### src/rtl/mem_ctrl_if.sv
`default_nettype none
// ============================================================================
// Module      : mem_ctrl_if
// Description : Request/response and data-memory bundle for mem_ctrl.
//               master = upstream requester, slave = controller,
//               memory = data-memory side.
// Revision    : 1.0 - initial release
// ============================================================================
interface mem_ctrl_if;
  logic         req_valid;
  logic         req_ready;
  logic         req_write;
  logic [2:0]   req_addr;
  logic [255:0] req_wdata;
  logic         rsp_valid;
  logic         rsp_ready;
  logic [255:0] rsp_rdata;
  logic         rsp_err;
  logic [2:0]   mem_pointer;
  logic         mem_write;
  logic         mem_read;
  logic [255:0] mem_wdata;
  logic [255:0] mem_rdata;

  modport master (
    output req_valid, req_write, req_addr, req_wdata, rsp_ready,
    input  req_ready, rsp_valid, rsp_rdata, rsp_err
  );

  modport slave (
    input  req_valid, req_write, req_addr, req_wdata, rsp_ready, mem_rdata,
    output req_ready, rsp_valid, rsp_rdata, rsp_err,
    output mem_pointer, mem_write, mem_read, mem_wdata
  );

  modport memory (
    input  mem_pointer, mem_write, mem_read, mem_wdata,
    output mem_rdata
  );
endinterface
`default_nettype wire

### src/rtl/mem_ctrl.sv
`default_nettype none
// ============================================================================
// Module      : mem_ctrl
// Description : Single-outstanding load/store controller in front of a
//               synchronous-read data memory. Out-of-range addresses are
//               answered with an error and never touch the memory.
//               Optional macro MEM_CTRL_VERIFY_EN adds a read-back check
//               after every store (WR->VRD->VCAP->RESP).
// Revision    : 1.0 - initial release
// ============================================================================
module mem_ctrl #(
  parameter int NUM_WORDS = 6
) (
  input  logic       clk,
  input  logic       reset,
  mem_ctrl_if.slave  bus
);

  localparam logic [3:0] c_NUM_WORDS = 4'(NUM_WORDS);

  localparam logic [2:0] c_ST_IDLE = 3'd0;
  localparam logic [2:0] c_ST_WR   = 3'd1;
  localparam logic [2:0] c_ST_RD   = 3'd2;
  localparam logic [2:0] c_ST_CAP  = 3'd3;
  localparam logic [2:0] c_ST_RESP = 3'd4;
`ifdef MEM_CTRL_VERIFY_EN
  localparam logic [2:0] c_ST_VRD  = 3'd5;
  localparam logic [2:0] c_ST_VCAP = 3'd6;
`endif

  logic [2:0]   r_state;
  logic         r_req_ready;
  logic         r_rsp_valid;
  logic [255:0] r_rsp_rdata;
  logic         r_rsp_err;
  logic [2:0]   r_mem_pointer;
  logic         r_mem_write;
  logic         r_mem_read;
  logic [255:0] r_mem_wdata;

  logic         w_addr_bad;

  // Address range check on the request as presented
  assign w_addr_bad = ({1'b0, bus.req_addr} >= c_NUM_WORDS);

  assign bus.req_ready   = r_req_ready;
  assign bus.rsp_valid   = r_rsp_valid;
  assign bus.rsp_rdata   = r_rsp_rdata;
  assign bus.rsp_err     = r_rsp_err;
  assign bus.mem_pointer = r_mem_pointer;
  assign bus.mem_write   = r_mem_write;
  assign bus.mem_read    = r_mem_read;
  assign bus.mem_wdata   = r_mem_wdata;

  // Transaction FSM; every output is a register so strobes are glitch-free
  always_ff @(posedge clk or negedge reset) begin
    if (!reset) begin
      r_state       <= c_ST_IDLE;
      r_req_ready   <= 1'b0;
      r_rsp_valid   <= 1'b0;
      r_rsp_rdata   <= '0;
      r_rsp_err     <= 1'b0;
      r_mem_pointer <= '0;
      r_mem_write   <= 1'b0;
      r_mem_read    <= 1'b0;
      r_mem_wdata   <= '0;
    end else begin
      // Strobes are single-cycle unless a state below re-asserts them
      r_mem_write <= 1'b0;
      r_mem_read  <= 1'b0;
      case (r_state)
        c_ST_IDLE: begin
          if (bus.req_valid && r_req_ready) begin
            r_req_ready <= 1'b0;
            if (w_addr_bad) begin
              r_state     <= c_ST_RESP;
              r_rsp_valid <= 1'b1;
              r_rsp_rdata <= '0;
              r_rsp_err   <= 1'b1;
            end else if (bus.req_write) begin
              r_state       <= c_ST_WR;
              r_mem_pointer <= bus.req_addr;
              r_mem_wdata   <= bus.req_wdata;
              r_mem_write   <= 1'b1;
            end else begin
              r_state       <= c_ST_RD;
              r_mem_pointer <= bus.req_addr;
              r_mem_read    <= 1'b1;
            end
          end else begin
            // First edge after reset release raises ready
            r_req_ready <= 1'b1;
          end
        end
        c_ST_WR: begin
`ifdef MEM_CTRL_VERIFY_EN
          r_state    <= c_ST_VRD;
          r_mem_read <= 1'b1;
`else
          r_state     <= c_ST_RESP;
          r_rsp_valid <= 1'b1;
          r_rsp_rdata <= '0;
          r_rsp_err   <= 1'b0;
`endif
        end
        c_ST_RD: begin
          // Memory returns data one edge after the read strobe
          r_state <= c_ST_CAP;
        end
        c_ST_CAP: begin
          r_state     <= c_ST_RESP;
          r_rsp_valid <= 1'b1;
          r_rsp_rdata <= bus.mem_rdata;
          r_rsp_err   <= 1'b0;
        end
`ifdef MEM_CTRL_VERIFY_EN
        c_ST_VRD: begin
          r_state <= c_ST_VCAP;
        end
        c_ST_VCAP: begin
          // The stored data is still held on mem_wdata for the comparison
          r_state     <= c_ST_RESP;
          r_rsp_valid <= 1'b1;
          r_rsp_rdata <= bus.mem_rdata;
          r_rsp_err   <= (bus.mem_rdata != r_mem_wdata);
        end
`endif
        c_ST_RESP: begin
          if (bus.rsp_ready) begin
            r_state     <= c_ST_IDLE;
            r_rsp_valid <= 1'b0;
            r_req_ready <= 1'b1;
          end
        end
        default: begin
          r_state     <= c_ST_IDLE;
          r_rsp_valid <= 1'b0;
          r_req_ready <= 1'b1;
        end
      endcase
    end
  end

endmodule
`default_nettype wire

### src/flat_wrapper.sv
// flat-port wrapper written by rule: the top's interface ports become plain ports
module mem_ctrl_flat 
#(
  parameter int NUM_WORDS = 6
)
  (clk, reset, bus_req_valid, bus_req_write, bus_req_addr, bus_req_wdata, bus_rsp_ready, bus_mem_rdata, bus_req_ready, bus_rsp_valid, bus_rsp_rdata, bus_rsp_err, bus_mem_pointer, bus_mem_write, bus_mem_read, bus_mem_wdata);
  mem_ctrl_if bus_i ();
  input  logic clk;
  input  logic reset;
  input wire logic [$bits(bus_i.req_valid)-1:0] bus_req_valid;
  input wire logic [$bits(bus_i.req_write)-1:0] bus_req_write;
  input wire logic [$bits(bus_i.req_addr)-1:0] bus_req_addr;
  input wire logic [$bits(bus_i.req_wdata)-1:0] bus_req_wdata;
  input wire logic [$bits(bus_i.rsp_ready)-1:0] bus_rsp_ready;
  input wire logic [$bits(bus_i.mem_rdata)-1:0] bus_mem_rdata;
  output wire logic [$bits(bus_i.req_ready)-1:0] bus_req_ready;
  output wire logic [$bits(bus_i.rsp_valid)-1:0] bus_rsp_valid;
  output wire logic [$bits(bus_i.rsp_rdata)-1:0] bus_rsp_rdata;
  output wire logic [$bits(bus_i.rsp_err)-1:0] bus_rsp_err;
  output wire logic [$bits(bus_i.mem_pointer)-1:0] bus_mem_pointer;
  output wire logic [$bits(bus_i.mem_write)-1:0] bus_mem_write;
  output wire logic [$bits(bus_i.mem_read)-1:0] bus_mem_read;
  output wire logic [$bits(bus_i.mem_wdata)-1:0] bus_mem_wdata;
  assign bus_i.req_valid = bus_req_valid;
  assign bus_i.req_write = bus_req_write;
  assign bus_i.req_addr = bus_req_addr;
  assign bus_i.req_wdata = bus_req_wdata;
  assign bus_i.rsp_ready = bus_rsp_ready;
  assign bus_i.mem_rdata = bus_mem_rdata;
  assign bus_req_ready = bus_i.req_ready;
  assign bus_rsp_valid = bus_i.rsp_valid;
  assign bus_rsp_rdata = bus_i.rsp_rdata;
  assign bus_rsp_err = bus_i.rsp_err;
  assign bus_mem_pointer = bus_i.mem_pointer;
  assign bus_mem_write = bus_i.mem_write;
  assign bus_mem_read = bus_i.mem_read;
  assign bus_mem_wdata = bus_i.mem_wdata;
  mem_ctrl #(.NUM_WORDS(NUM_WORDS)) u_core (.clk(clk), .reset(reset), .bus(bus_i));
endmodule
### config.mk
export PLATFORM = sky130hd
export DESIGN_NAME = mem_ctrl_flat
export DESIGN_NICKNAME = d
export VERILOG_FILES = /design/src/rtl/mem_ctrl_if.sv /design/src/rtl/mem_ctrl.sv /design/src/flat_wrapper.sv
export SDC_FILE = /design/constraint.sdc
export NUM_CORES = 1
export LEC_CHECK = 0
export ABC_AREA = 1
export CAP_MARGIN = 40
export CORE_AREA = 4 4 398 400
export CTS_CLUSTER_DIAMETER = 200
export CTS_CLUSTER_SIZE = 16
export DETAILED_ROUTE_END_ITERATION = 12
export DIE_AREA = 0 0 402 404
export HOLD_SLACK_MARGIN = 0.06
export PLACE_DENSITY = 0.4
export SLEW_MARGIN = 30
export SYNTH_ARGS = -nofsm -noshare
export SYNTH_HDL_FRONTEND = slang
export SYNTH_SLANG_ARGS = --single-unit
### constraint.sdc
create_clock -name clk -period 2.1 [get_ports clk]
set_input_delay 0.21 -clock clk [delete_from_list [all_inputs] [get_ports clk]]
set_output_delay 0.21 -clock clk [all_outputs]
set_load 0.005 [all_outputs]
==> reports/metrics.cfg, run 1 <==
[outcome]
status = complete, no violations

[setup_path]
critPathArrivalTime_ns = 1.75
cpMaxStageDelayCell = clkdlybuf4s50_1
worstReg2RegStart = u_core.r_state[0]$_DFFE_PN0P_

[global_routing]
antenna_found_initial = 28

[worst_hold_path]
min_to = u_core.bus.mem_wdata[200]$_DFFE_PN0P_
min_path_type = in -> reg
hp-start = bus_req_wdata[200]

[power]
clkPwrFrac_pct = 19.4
p_sw_share_pct = 33.8
switchingPower_mw = 12.9
comb_power_share_pct = 40.4

[final_timing]
tns_ns = 0
tightestPinTransition_ns = 0.529
fmax_mhz = 510

[route]
vias_per_cell = 3.37

[clock_tree]
numCtsBuffers = 38

[layout]
lay_top_cells = nand2_1 (1,557), clkdlybuf4s50_1 (1,037), dfrtp_1 (522)

[logic_synthesis]
ys_warn_count = 0
synth-seq-cells = 523

## run 1: power by group through the flow
stage          sequential [mW]  combinational (mW)  clock, mW
2_1_floorplan             15.5                4.55          0
3_3_place_gp              15.5                15.9          0
3_5_place_dp              15.5                15.8          0
4_1_cts                   15.4                15.9       7.88
5_1_grt                   15.8                16.9       8.15
6_report                  15.4                15.4       7.39
## run 1: state kept, by name (all words and copies together) (netlist names)
signal / flops
u_core.bus.mem_pointer: 3
u_core.r_state: 3
u_core.bus.mem_wdata: 256
u_core.bus.rsp_err: 1
u_core.bus.req_ready: 1
u_core.bus.rsp_rdata: 256
u_core.bus.mem_read: 1
u_core.bus.mem_write: 1
u_core.bus.rsp_valid: 1
## run 1: metrics by stage
stage	power, mW	worst slack (ns)
floorplan	20.1	0.772
global placement	31.4	0.0169
detailed placement	31.3	0.00460
CTS	39.2	0.0250
global route	40.8	0.0205
finish	38.2	0.140
## run 1: what timing repair did
item                                    4_1_cts  5_1_grt
hold buffers                                 17        0
endpoints found under the hold margin       396        0
resized                                       2        0
buffers inserted                              0        0
endpoints found under the setup margin        2        0
## run 1: synth_stat cells
master	number
a21oi_1	2
buf_2	65
buf_4	43
buf_6	1
buf_8	1
clkbuf_1	2
dfrtp_1	523
inv_1	7
inv_2	3
nand2_1	1557
nand2_2	4
nand3_1	4
nor2_1	10
nor2_4	2
o21ai_0	3
## run 1: per-layer routing
metal | part of all wire [%] | global-route usage (%) | routed length (µm)
met4 | 2.8 | 3.63 | 2780
met3 | 7.3 | 3.67 | 7300
met5 | 0.12 | 0 | 115
met2 | 49 | 20.1 | 48900
met1 | 41 | 14.1 | 40800
## run 1: cell type report
cell class | count | area share (%)
multi-input cells | 1582 | 17.5
diodes | 15 | 0.109
clock inverters | 1 | 0.0218
well taps | 2058 | 7.49
repair buffers | 1134 | 33.7
inverters | 10 | 0.131
flip-flops and latches | 523 | 38.1
clock buffers | 41 | 2.99
## run 1: worst max path at each step
stage                                            end  slack (ns)  cells after the start
2_1_floorplan  u_core.bus.mem_wdata[116]$_DFFE_PN0P_        0.77                      9
3_3_place_gp   u_core.bus.mem_wdata[103]$_DFFE_PN0P_        0.02                      9
3_5_place_dp   u_core.bus.mem_wdata[103]$_DFFE_PN0P_       0.005                      9
4_1_cts                            bus_mem_wdata[15]        0.03                      1
5_1_grt                             bus_mem_wdata[8]        0.02                      1
6_report                           bus_mem_wdata[15]        0.14                      1
## run 1: logic make-up after synthesis
| family | after synthesis | synth area share [%] |
|---|---|---|
| flip-flops | 523 | 66.2 |
| buffers and inverters | 122 | 3.64 |
| AND/OR/NAND/NOR | 1577 | 30.1 |
| AND-OR/OR-AND | 5 | 0.126 |
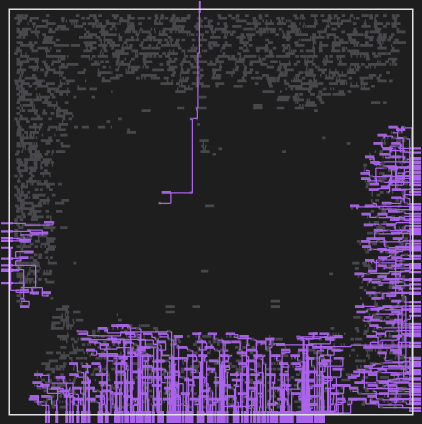
run_1/port_nets.png
Scale: 1 px per µm.
[purple] `bus_rsp_rdata` | bits: 256 | direction: output | edge: 151 bottom, 94 right, 10 left, 1 top | end cells: 256 | buffers: 256 | wire: 13,200 µm

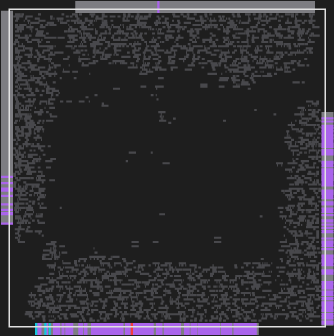
run_1/pins.png
Pins as bars across the die edge, other pins in gray.
[purple] `bus_rsp_rdata` | pins: 256 | direction: output | edge: 151 bottom, 94 right, 10 left, 1 top
[red] `bus_rsp_ready` | pins: 1 | direction: input | edge: bottom
[cyan] `bus_mem_pointer` | pins: 3 | direction: output | edge: bottom
all pins by edge: 331 top, 309 bottom, 200 right, 200 left

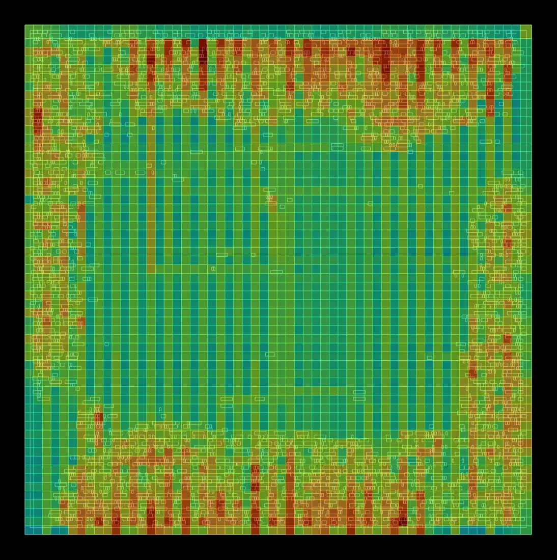
run_1/final_congestion.png
met1 global-route usage: 14.1%
global routing's busiest layer: met2
final core utilization: 22.1%

==> inputs of run 2 (changes only) <==
--- a/config.mk
+++ b/config.mk
@@ -18,3 +18,4 @@
 export SYNTH_ARGS = -nofsm -noshare
 export SYNTH_HDL_FRONTEND = slang
 export SYNTH_SLANG_ARGS = --single-unit
+export TNS_END_PERCENT = 100
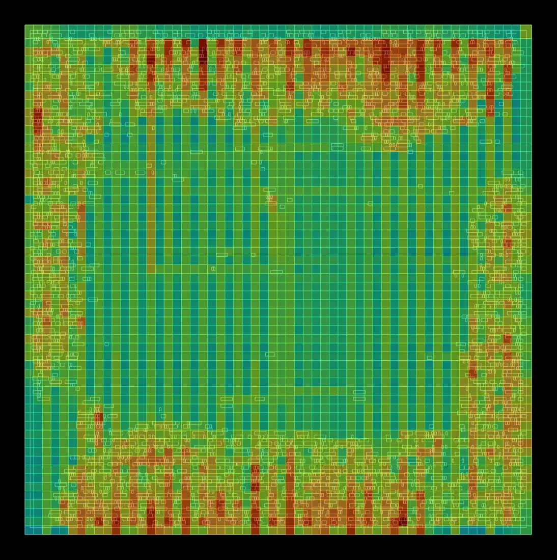
run_2/final_congestion.png
GR Util met3: 3.67%
total track usage: 11.8%
WL per Instance: 18.6 µm
GR Layer Usage met2: 20.1%

==> run 2 against run 1 <==
Clock-buffer cell count unchanged. Non-clock buffer count unchanged. Utilization unchanged. Via count unchanged. Highest routed layer unchanged.
==> reports/metrics.cfg, run 2 <==
[outcome]
status = complete, no violations

[logic_synthesis]
ys_area_um2 = 19800
synth-seq-cells = 523
ys_warn_count = 0
topCombFamilyByArea = simple AND/OR/NAND/NOR gates
yosys-top-cells-count = nand2_1 (1,557), dfrtp_1 (523), buf_2 (65)
synth.cell_area_um2 = 19800
synth-simple-area-share_pct = 30.1
top_cell = nand2_1
synthAdderAreaFrac_pct = 0
mux_share_pct = 0
netlist.top_cell.by_area = dfrtp_1
edf_count = 0
ys_sh_aoi_pct = 0.127
xor_share_pct = 0
synthArstFlopShare_pct = 100
ff_type = dfrtp_1
synth_nets = 2747
synth_area_per_cell_um2 = 8.88

[layout]
syn2layout_area_growth_pct = 73.7
lay_top_cells = nand2_1 (1,557), clkdlybuf4s50_1 (1,037), dfrtp_1 (522)
fin_util_pct = 22.1
fill_cells = 17100

[global_routing]
overflow = 0
antenna_found_initial = 28
grt_start_max_net_pins = 59

[clock_tree]
cts.sinks = 523
numCtsBuffers = 38
htree_levels = 2

[route]
vias_per_cell = 3.37

[setup_path]
cpMaxStageDelayCell = clkdlybuf4s50_1
worstSetupPathType = reg -> out
critPathArrivalTime_ns = 1.75

[placed_design]
gp_congestion = 0.811

[floorplan]
io_pins = 1040

[final_timing]
slew_headroom_pct = 64.6
tns_ns = 0
fmax_mhz = 510
drv_slew = 0
tightestPinTransition_ns = 0.529

[worst_hold_path]
min_path_type = in -> reg

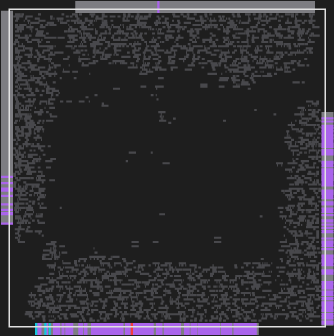
run_2/pins.png
Pins as bars across the die edge, other pins in gray.
[red] `bus_rsp_ready` | pins: 1 | direction: input | edge: bottom
[cyan] `bus_mem_pointer` | pins: 3 | direction: output | edge: bottom
[purple] `bus_rsp_rdata` | pins: 256 | direction: output | edge: 151 bottom, 94 right, 10 left, 1 top

[run 2: cell counts in the layout (fill, tap and decap cells not counted)]
No cell type changed its count.
[run 2: routing by layer]
metal / part of all wire, % / track usage (%) / routed length (µm)
met1: 41 / 14.1 / 40800
met2: 49 / 20.1 / 48900
met3: 7.3 / 3.67 / 7300
met4: 2.8 / 3.63 / 2780
met5: 0.12 / 0 / 115
[run 2: through the flow]
stage | worst slack (ns) | power (mW) | instance area, µm² | std cells | hold slack [ns]
global placement | 0.0169 | 31.4 | 33100 | 5290 | 0.191
finish | 0.140 | 38.2 | 34400 | 5364 | 0.143
detailed placement | 0.00460 | 31.3 | 33100 | 5290 | 0.189
global route | 0.0205 | 40.8 | 34400 | 5360 | 0.0839
CTS | 0.0250 | 39.2 | 34300 | 5349 | 0.0602
floorplan | 0.772 | 20.1 | 19800 | 2227 | -0.0856
[run 2: timing repair]
action / CTS / global route
endpoints found under the hold margin: 396 / 0
hold buffers: 17 / 0
endpoints found under the setup margin: 2 / 0
setup buffers: 0 / 0
resized: 2 / 0
[run 2: path summary, 6_finish.rpt]
check                      slack (ns)  depth (start not counted)                            startpoint                               endpoint
setup / recovery                 0.14                          1  u_core.bus.mem_wdata[15]$_DFFE_PN0P_                      bus_mem_wdata[15]
hold / removal                   0.14                          3                    bus_req_wdata[200]  u_core.bus.mem_wdata[200]$_DFFE_PN0P_
setup reg to reg                 0.33                          8         u_core.r_state[0]$_DFFE_PN0P_  u_core.bus.mem_wdata[114]$_DFFE_PN0P_
hold reg to reg                  0.47                          2  u_core.bus.rsp_rdata[69]$_DFFE_PN0P_   u_core.bus.rsp_rdata[69]$_DFFE_PN0P_
max in group asynchronous        1.12                          4                                 reset  u_core.bus.mem_wdata[227]$_DFFE_PN0P_
min in group asynchronous        0.17                          2                                 reset  u_core.bus.rsp_rdata[240]$_DFFE_PN0P_
[run 2: layout make-up]
class | instances | area [µm²] | area share, %
Tap cell | 2058 | 2570 | 7.49
Antenna cell | 15 | 37.5 | 0.109
Clock buffer | 41 | 1030 | 2.99
Sequential cell | 523 | 13100 | 38.1
Inverter | 10 | 45.0 | 0.131
Timing Repair Buffer | 1134 | 11600 | 33.7
Clock inverter | 1 | 7.51 | 0.0218
Multi-Input combinational cell | 1582 | 6010 | 17.5
[run 2: cell families (layout without fill, tap and decap cells)]
logic type	Yosys count	after routing
buffers and inverters	122	1186
AND/OR/NAND/NOR	1577	1577
flip-flops	523	523
other	0	15
AND-OR/OR-AND	5	5
[run 2: report_power, final]
| part | switching, mW | internal, mW |
|---|---|---|
| logic | 7.00 | 8.42 |
| clock network | 3.93 | 3.46 |
| registers | 1.99 | 13.4 |
| total | 12.9 | 25.3 |
No activity file was given, so power comes from the tool's default toggle rates.
